### src/rtl/fetch_ctrl_pkg.sv
// Shared types and constants for the instruction-fetch sequencer.
package fetch_ctrl_pkg;

    localparam int unsigned DEF_ADDR_W   = 16;
    localparam int unsigned DEF_INSTR_W  = 16;
    localparam int unsigned DEF_MAX_WAIT = 15;

    // Opcode field position within an instruction word
    localparam int unsigned OPC_MSB = 15;
    localparam int unsigned OPC_LSB = 12;
    localparam int unsigned OPC_W   = OPC_MSB - OPC_LSB + 1;

    localparam logic [OPC_W-1:0] OPC_JMP = 4'hF;

    typedef enum logic [2:0] {
        IDLE  = 3'd0,
        REQ   = 3'd1,
        HOLD  = 3'd2,
        ADV   = 3'd3,
        FAULT = 3'd4
    } state_t;

endpackage

### src/rtl/fetch_ctrl_if.sv
// Memory read port plus downstream instruction handshake of the fetch sequencer.
interface fetch_ctrl_if
    import fetch_ctrl_pkg::*;
#(
    parameter int unsigned ADDR_W  = DEF_ADDR_W,
    parameter int unsigned INSTR_W = DEF_INSTR_W
);

    logic               mem_req;
    logic [ADDR_W-1:0]  mem_addr;
    logic               mem_ack;
    logic [INSTR_W-1:0] mem_data;

    logic [INSTR_W-1:0] instr_out;
    logic               instr_valid;
    logic               instr_ready;

    // Fetch sequencer side
    modport master (
        output mem_req, mem_addr, instr_out, instr_valid,
        input  mem_ack, mem_data, instr_ready
    );

    // Memory / downstream side
    modport slave (
        input  mem_req, mem_addr, instr_out, instr_valid,
        output mem_ack, mem_data, instr_ready
    );

endinterface

### src/rtl/fetch_jump_dec.sv
// Jump decode: JMP opcode detect and page-relative target build.
module fetch_jump_dec
    import fetch_ctrl_pkg::*;
#(
    parameter int unsigned ADDR_W  = DEF_ADDR_W,
    parameter int unsigned INSTR_W = DEF_INSTR_W
) (
    input  logic [INSTR_W-1:0] instr,
    input  logic [OPC_W-1:0]   pc_page,
    output logic               is_jump,
    output logic [ADDR_W-1:0]  target
);

    // Target keeps the current PC page and takes the offset from the instruction
    always_comb begin
        is_jump = (instr[OPC_MSB:OPC_LSB] == OPC_JMP);
        target  = {pc_page, instr[ADDR_W-OPC_W-1:0]};
    end

endmodule

### src/rtl/fetch_ctrl.sv
// Instruction-fetch sequencer: PC -> memory read -> downstream handshake -> PC advance/jump.
// Optional build macro FETCH_CTRL_TIMEOUT_EN adds the memory wait counter and sticky fault.
module fetch_ctrl
    import fetch_ctrl_pkg::*;
#(
    parameter int unsigned ADDR_W   = DEF_ADDR_W,
    parameter int unsigned INSTR_W  = DEF_INSTR_W
`ifdef FETCH_CTRL_TIMEOUT_EN
    ,
    parameter int unsigned MAX_WAIT = DEF_MAX_WAIT
`endif
) (
    input  logic              clock,
    input  logic              reset_n,
    input  logic [ADDR_W-1:0] pc_in,
    input  logic              halt,
    fetch_ctrl_if.master      bus,
    output logic              controle,
    output logic              hab_jump,
    output logic [ADDR_W-1:0] jump_pc,
    output logic              fault
);

    state_t state;
    state_t state_nxt;

    logic              is_jump;
    logic [ADDR_W-1:0] jump_tgt;
    logic              timeout_c;

    fetch_jump_dec #(
        .ADDR_W  (ADDR_W),
        .INSTR_W (INSTR_W)
    ) u_jump_dec (
        .instr   (bus.instr_out),
        .pc_page (pc_in[ADDR_W-1 -: OPC_W]),
        .is_jump (is_jump),
        .target  (jump_tgt)
    );

`ifdef FETCH_CTRL_TIMEOUT_EN
    localparam int unsigned CNT_W = $clog2(MAX_WAIT + 1);

    logic [CNT_W-1:0] wait_cnt;

    // Count unacknowledged request cycles of the current fetch
    always_ff @(posedge clock or negedge reset_n) begin
        if (!reset_n) begin
            wait_cnt <= '0;
        end else if (state == IDLE) begin
            wait_cnt <= '0;
        end else if (state == REQ && !bus.mem_ack) begin
            wait_cnt <= wait_cnt + CNT_W'(1);
        end
    end

    // Timeout fires on the edge where the count would reach the limit
    always_comb begin
        timeout_c = ((wait_cnt + CNT_W'(1)) == CNT_W'(MAX_WAIT));
    end

    // Sticky fault, cleared only by reset
    always_ff @(posedge clock or negedge reset_n) begin
        if (!reset_n) begin
            fault <= 1'b0;
        end else begin
            fault <= (state_nxt == FAULT);
        end
    end
`else
    assign timeout_c = 1'b0;
    assign fault     = 1'b0;
`endif

    // State register
    always_ff @(posedge clock or negedge reset_n) begin
        if (!reset_n) begin
            state <= IDLE;
        end else begin
            state <= state_nxt;
        end
    end

    // Next-state decode; an ack on the timeout edge takes priority
    always_comb begin
        state_nxt = state;
        case (state)
            IDLE: begin
                if (!halt) begin
                    state_nxt = REQ;
                end
            end
            REQ: begin
                if (bus.mem_ack) begin
                    state_nxt = HOLD;
                end else if (timeout_c) begin
                    state_nxt = FAULT;
                end
            end
            HOLD: begin
                if (bus.instr_ready) begin
                    state_nxt = ADV;
                end
            end
            ADV: begin
                state_nxt = IDLE;
            end
            FAULT: begin
                state_nxt = FAULT;
            end
            default: begin
                state_nxt = IDLE;
            end
        endcase
    end

    // Registered outputs derived from the next state and the datapath captures
    always_ff @(posedge clock or negedge reset_n) begin
        if (!reset_n) begin
            bus.mem_req     <= 1'b0;
            bus.mem_addr    <= '0;
            bus.instr_out   <= '0;
            bus.instr_valid <= 1'b0;
            controle        <= 1'b0;
            hab_jump        <= 1'b0;
            jump_pc         <= '0;
        end else begin
            bus.mem_req     <= (state_nxt == REQ);
            bus.instr_valid <= (state_nxt == HOLD);
            controle        <= (state_nxt == ADV) && !is_jump;
            hab_jump        <= (state_nxt == ADV) && is_jump;
            if (state == IDLE && !halt) begin
                bus.mem_addr <= pc_in;
            end
            if (state == REQ && bus.mem_ack) begin
                bus.instr_out <= bus.mem_data;
            end
            if (state == HOLD && bus.instr_ready) begin
                jump_pc <= jump_tgt;
            end
        end
    end

endmodule

### src/flat_wrapper.sv
// flat-port wrapper written by rule: the top's interface ports become plain ports
module fetch_ctrl_flat import fetch_ctrl_pkg::*;
#(
    parameter int unsigned ADDR_W   = DEF_ADDR_W,
    parameter int unsigned INSTR_W  = DEF_INSTR_W

)
  (clock, reset_n, pc_in, halt, controle, hab_jump, jump_pc, fault, bus_mem_req, bus_mem_addr, bus_instr_out, bus_instr_valid, bus_mem_ack, bus_mem_data, bus_instr_ready);
  fetch_ctrl_if #(.ADDR_W(ADDR_W), .INSTR_W(INSTR_W)) bus_i ();
  input  logic clock;
  input  logic reset_n;
  input  logic [ADDR_W-1:0] pc_in;
  input  logic halt;
  output logic controle;
  output logic hab_jump;
  output logic [ADDR_W-1:0] jump_pc;
  output logic fault;
  output wire logic [$bits(bus_i.mem_req)-1:0] bus_mem_req;
  output wire logic [$bits(bus_i.mem_addr)-1:0] bus_mem_addr;
  output wire logic [$bits(bus_i.instr_out)-1:0] bus_instr_out;
  output wire logic [$bits(bus_i.instr_valid)-1:0] bus_instr_valid;
  input wire logic [$bits(bus_i.mem_ack)-1:0] bus_mem_ack;
  input wire logic [$bits(bus_i.mem_data)-1:0] bus_mem_data;
  input wire logic [$bits(bus_i.instr_ready)-1:0] bus_instr_ready;
  assign bus_mem_req = bus_i.mem_req;
  assign bus_mem_addr = bus_i.mem_addr;
  assign bus_instr_out = bus_i.instr_out;
  assign bus_instr_valid = bus_i.instr_valid;
  assign bus_i.mem_ack = bus_mem_ack;
  assign bus_i.mem_data = bus_mem_data;
  assign bus_i.instr_ready = bus_instr_ready;
  fetch_ctrl #(.ADDR_W(ADDR_W), .INSTR_W(INSTR_W)) u_core (.clock(clock), .reset_n(reset_n), .pc_in(pc_in), .halt(halt), .bus(bus_i), .controle(controle), .hab_jump(hab_jump), .jump_pc(jump_pc), .fault(fault));
endmodule
### config.mk
export PLATFORM = sky130hd
export DESIGN_NAME = fetch_ctrl_flat
export DESIGN_NICKNAME = d
export VERILOG_FILES = /design/src/rtl/fetch_ctrl_pkg.sv /design/src/rtl/fetch_ctrl_if.sv /design/src/rtl/fetch_jump_dec.sv /design/src/rtl/fetch_ctrl.sv /design/src/flat_wrapper.sv
export SDC_FILE = /design/constraint.sdc
export NUM_CORES = 1
export LEC_CHECK = 0
export CORE_MARGIN = 3
export CORE_UTILIZATION = 42
export CTS_CLUSTER_DIAMETER = 30
export CTS_CLUSTER_SIZE = 24
export DETAILED_ROUTE_END_ITERATION = 8
export PLACE_DENSITY = 0.87
export SLEW_MARGIN = 15
export SYNTH_ARGS = -nofsm -noshare
export SYNTH_HDL_FRONTEND = slang
export SYNTH_SLANG_ARGS = --single-unit
### constraint.sdc
create_clock -name clock -period 1.95 [get_ports clock]
set_input_delay 0.4875 -clock clock [delete_from_list [all_inputs] [get_ports clock]]
set_output_delay 0.4875 -clock clock [all_outputs]
set_load 0.02 [all_outputs]
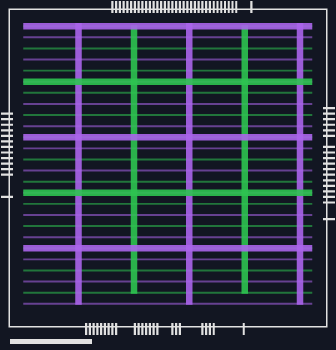
(images/pdn.png)
Bar = 20 µm. Pins as bars on the die edge.
[purple] VSS
[green] VDD
met1 rails: 26
met4 straps: 5
met5 straps: 5
rows: 25
signal pins: 90

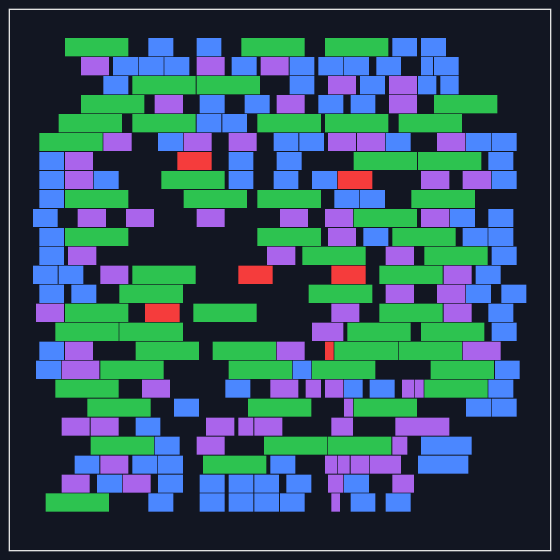
(images/cell_classes.png)
[green] flops | cells: 55
[blue] other buffers and delay cells | cells: 95
[purple] all other logic | cells: 66
[red] clock drivers and dummy loads | cells: 6

==> CHANGELOG.md <==
### Changed

* Core footprint at 4820 µm²
* First-pass GRT wire length at 7600 µm
* Init Core Util at 44.5%
* Routed Antenna Nets at 0
* WL per Instance at 15.4 µm
* Top area cell types: dfrtp_1 64%, mux2_2 24%, buf_6 2.6%, mux2_4 1.4%, nor4_4 0.99%
* Final non-filler cell total at 289
* Initial antenna violation count at 0
* Post-synth top cells: 55 x dfrtp_1, 46 x mux2_2, 5 x buf_6
* Overall global routing resource usage at 16.0%
* Clock power frac at 10.3%
* Top cell area share at 64.3%
* Pwr dens at 1700 nW/µm²
* Clk latency late pin at 0.29 ns
* Slowest stage delay, CP at 0.63 ns
* Number of enable flip-flop cells at 0
* GRT overflow at 0
* Tool warnings at 26
* Int Power at 0.00350 W
* Critical path depth in cells at 1
* Crit path launch type: flip-flop
* H-tree lvl count at 2
* Cell Rows at 25
* RR Startpoint: u_core.state[1]$_DFF_PN0_
* Final setup viols at 0
* CP max-delay cell: clkdlybuf4s50_1
* Min-Delay Path Class: input port to asynchronous set/reset pin
* Vias after detailed routing at 1,353
* IO buf count at 88
* # diodes at 0
* Switch Pwr at 0.00190 W
* Clock-pin slew on the worst setup and hold paths at 0.09 ns
* Placed cell count at 282
* Worst Setup End Kind: primary output
* GPL Wtd Cong at 0.687
* Synth Flop Type: dfrtp_1
* Met2 Use GR at 29.5%
* Busiest grt layer: met2
* CTS tree: done
* Met1 usage at 18.3%
* Max-cap viol count at 0
* Worst R2R Path Depth at 3
* CTS buffer count at 5
* Mapped Nets at 166
* Worst Path Max Fanout at 3
* Vias in the first global route at 1,502
* Routed WL at 4440 µm
* Post-cts resize count at 0
* Die area at 5990 µm²
* Die height at 77.4 µm
* Comb pwr share at 51.7%
* Max Clock Skew at 0.00484 ns
* Setup TNS at 0 ns
* Synth area leader: dfrtp_1
* Root buffer cell: clkbuf_8
* FF-to-FF End: u_core.bus.mem_addr[12]$_DFFE_PN0P_
* Cells along the critical path: clkdlybuf4s50_1
* Yosys cell count at 129
* Critical path arrival at 1.32 ns
* Yosys cell types at 22
* Max Fclk at 554 MHz
* Path type of the worst setup path: flip-flop to primary output
* Crit path required time at 1.46 ns
* Final Hold Viols at 0
* NumNets Final at 260
* Die X at 77.4 µm
* Vias per inst at 4.68
* Initial DRT Pass Iterations at 4
* Chip Area, Yosys at 2140 µm²
* Clock Sinks at 55
* Layout cell share with drive strength beyond 1 at 28.4%
* Global-route met3 utilization at 3.48%
* Crit-path leading delay family: buffers and inverters
* Clock tree buffer depth at 2
* Leakage at 1.32 nW
* Post-route DRC at 0
* Tcrit/Tclk final at 92.6%
* Net Sw Frac at 35.2%
* Most frequent cell after synthesis: dfrtp_1
* Register share after synthesis at 64.3%
* Mapped Area at 2140 µm²
* Largest net degree at the start of global routing at 32
* Outcome: finished clean
* Crit path time final at 1.81 ns
* Synth flops at 55
* Synthesis Warnings at 0
* I/O pin count at 90
* RSZ-0062 raised after global routing: no
* Worst VDD drop at 0.916 mV
* Seq pwr share at 38.0%
* Avg Inst Size Synth at 16.6 µm²
* Cells after synthesis at 129
* Area growth from synthesis to layout at 48.4%
* Max Slew Vio Count at 0
* Flop2flop setup slack at 0.44 ns
* DRT iter0 DRCs at 65
* Critical path buffer and inverter count at 1
* Asr flop ratio synth at 100%
* Hpwl dp at 3500 µm
==> cells by family (layout without fill, tap and decap cells) <==
| kind of cell | count (synthesis) | in the layout | share of synthesized area [%] |
|---|---|---|---|
| DFF | 55 | 55 | 64.3 |
| muxes | 48 | 48 | 25.6 |
| and+or+nand+nor | 13 | 13 | 5.32 |
| buffers and inverters | 8 | 101 | 3.56 |
| AOI/OAI and AO/OA | 4 | 4 | 1.11 |
| other | 1 | 1 | 0.175 |
==> metal layers <==
metal,share of wire (%),routed length (µm)
met5,0,0
met4,1.8,79
met3,3.6,159
met2,56,2480
met1,39,1730
==> cell usage in the layout, fill, tap and decap left out, types with 2 or more instances in the layout <==
| master | count |
|---|---|
| mux2_4 | 2 |
| nor2_1 | 2 |
| clkbuf_8 | 5 |
| dfrtp_1 | 55 |
| buf_4 | 4 |
| a21oi_1 | 2 |
| clkdlybuf4s50_1 | 87 |
| buf_12 | 2 |
| mux2_2 | 46 |
==> flip-flops by register name (all words and copies together), names as in the netlist <==
name	cells
u_core.jump_pc	16
u_core.bus.instr_out	16
u_core.hab_jump	1
u_core.bus.mem_addr	16
u_core.controle	1
u_core.bus.instr_valid	1
u_core.state	3
u_core.bus.mem_req	1
==> through the flow <==
step / util, % / area, µm² / setup WS [ns] / power (W) / hold WS (ns)
after floorplan: - / 2140 / 0.380 / 0.00354 / 0.192
after CTS: 66.0 / 3180 / 0.122 / 0.00547 / 0.501
after global routing: 66.0 / 3180 / 0.0892 / 0.00571 / 0.505
after detailed placement: 64.3 / 3100 / 0.0512 / 0.00491 / 0.285
final: 66.0 / 3180 / 0.143 / 0.00540 / 0.507
after global placement: 64.3 / 3100 / 0.0925 / 0.00481 / 0.277
==> area by class of cell <==
type,instances,area (µm²)
fill,378,1640
sequential,55,1380
timing repair buffer,95,956
multi-input combinational,66,689
tap,67,83.8
clock buffer,6,72.6
==> power by group through the flow <==
| stage | Combinational [W] | Sequential, W | Clock (W) |
|---|---|---|---|
| 2_1_floorplan | 0.000877 | 0.00266 | 0 |
| 3_3_place_gp | 0.00276 | 0.00205 | 0 |
| 3_5_place_dp | 0.00282 | 0.00208 | 0 |
| 4_1_cts | 0.00283 | 0.00206 | 0.000581 |
| 5_1_grt | 0.00294 | 0.00214 | 0.000630 |
| 6_report | 0.00279 | 0.00205 | 0.000559 |
==> worst max-delay path by stage <==
stage	start	endpoint	slack, ns
floorplan	u_core.state[1]$_DFF_PN0_	u_core.bus.mem_addr[10]$_DFFE_PN0P_	0.38
global placement	bus_mem_ack	u_core.bus.instr_out[5]$_DFFE_PN0P_	0.09
detailed placement	bus_mem_ack	u_core.bus.instr_out[0]$_DFFE_PN0P_	0.05
CTS	u_core.bus.instr_out[12]$_DFFE_PN0P_	bus_instr_out[12]	0.12
global route	u_core.bus.instr_out[5]$_DFFE_PN0P_	bus_instr_out[5]	0.09
finish	u_core.bus.instr_out[12]$_DFFE_PN0P_	bus_instr_out[12]	0.14
==> repair_timing <==
action	4_1_cts	5_1_grt
hold endpoints to repair	1	0
hold buffers	1	0
buffers inserted	0	0
Power is estimated from default activity; no workload was simulated.
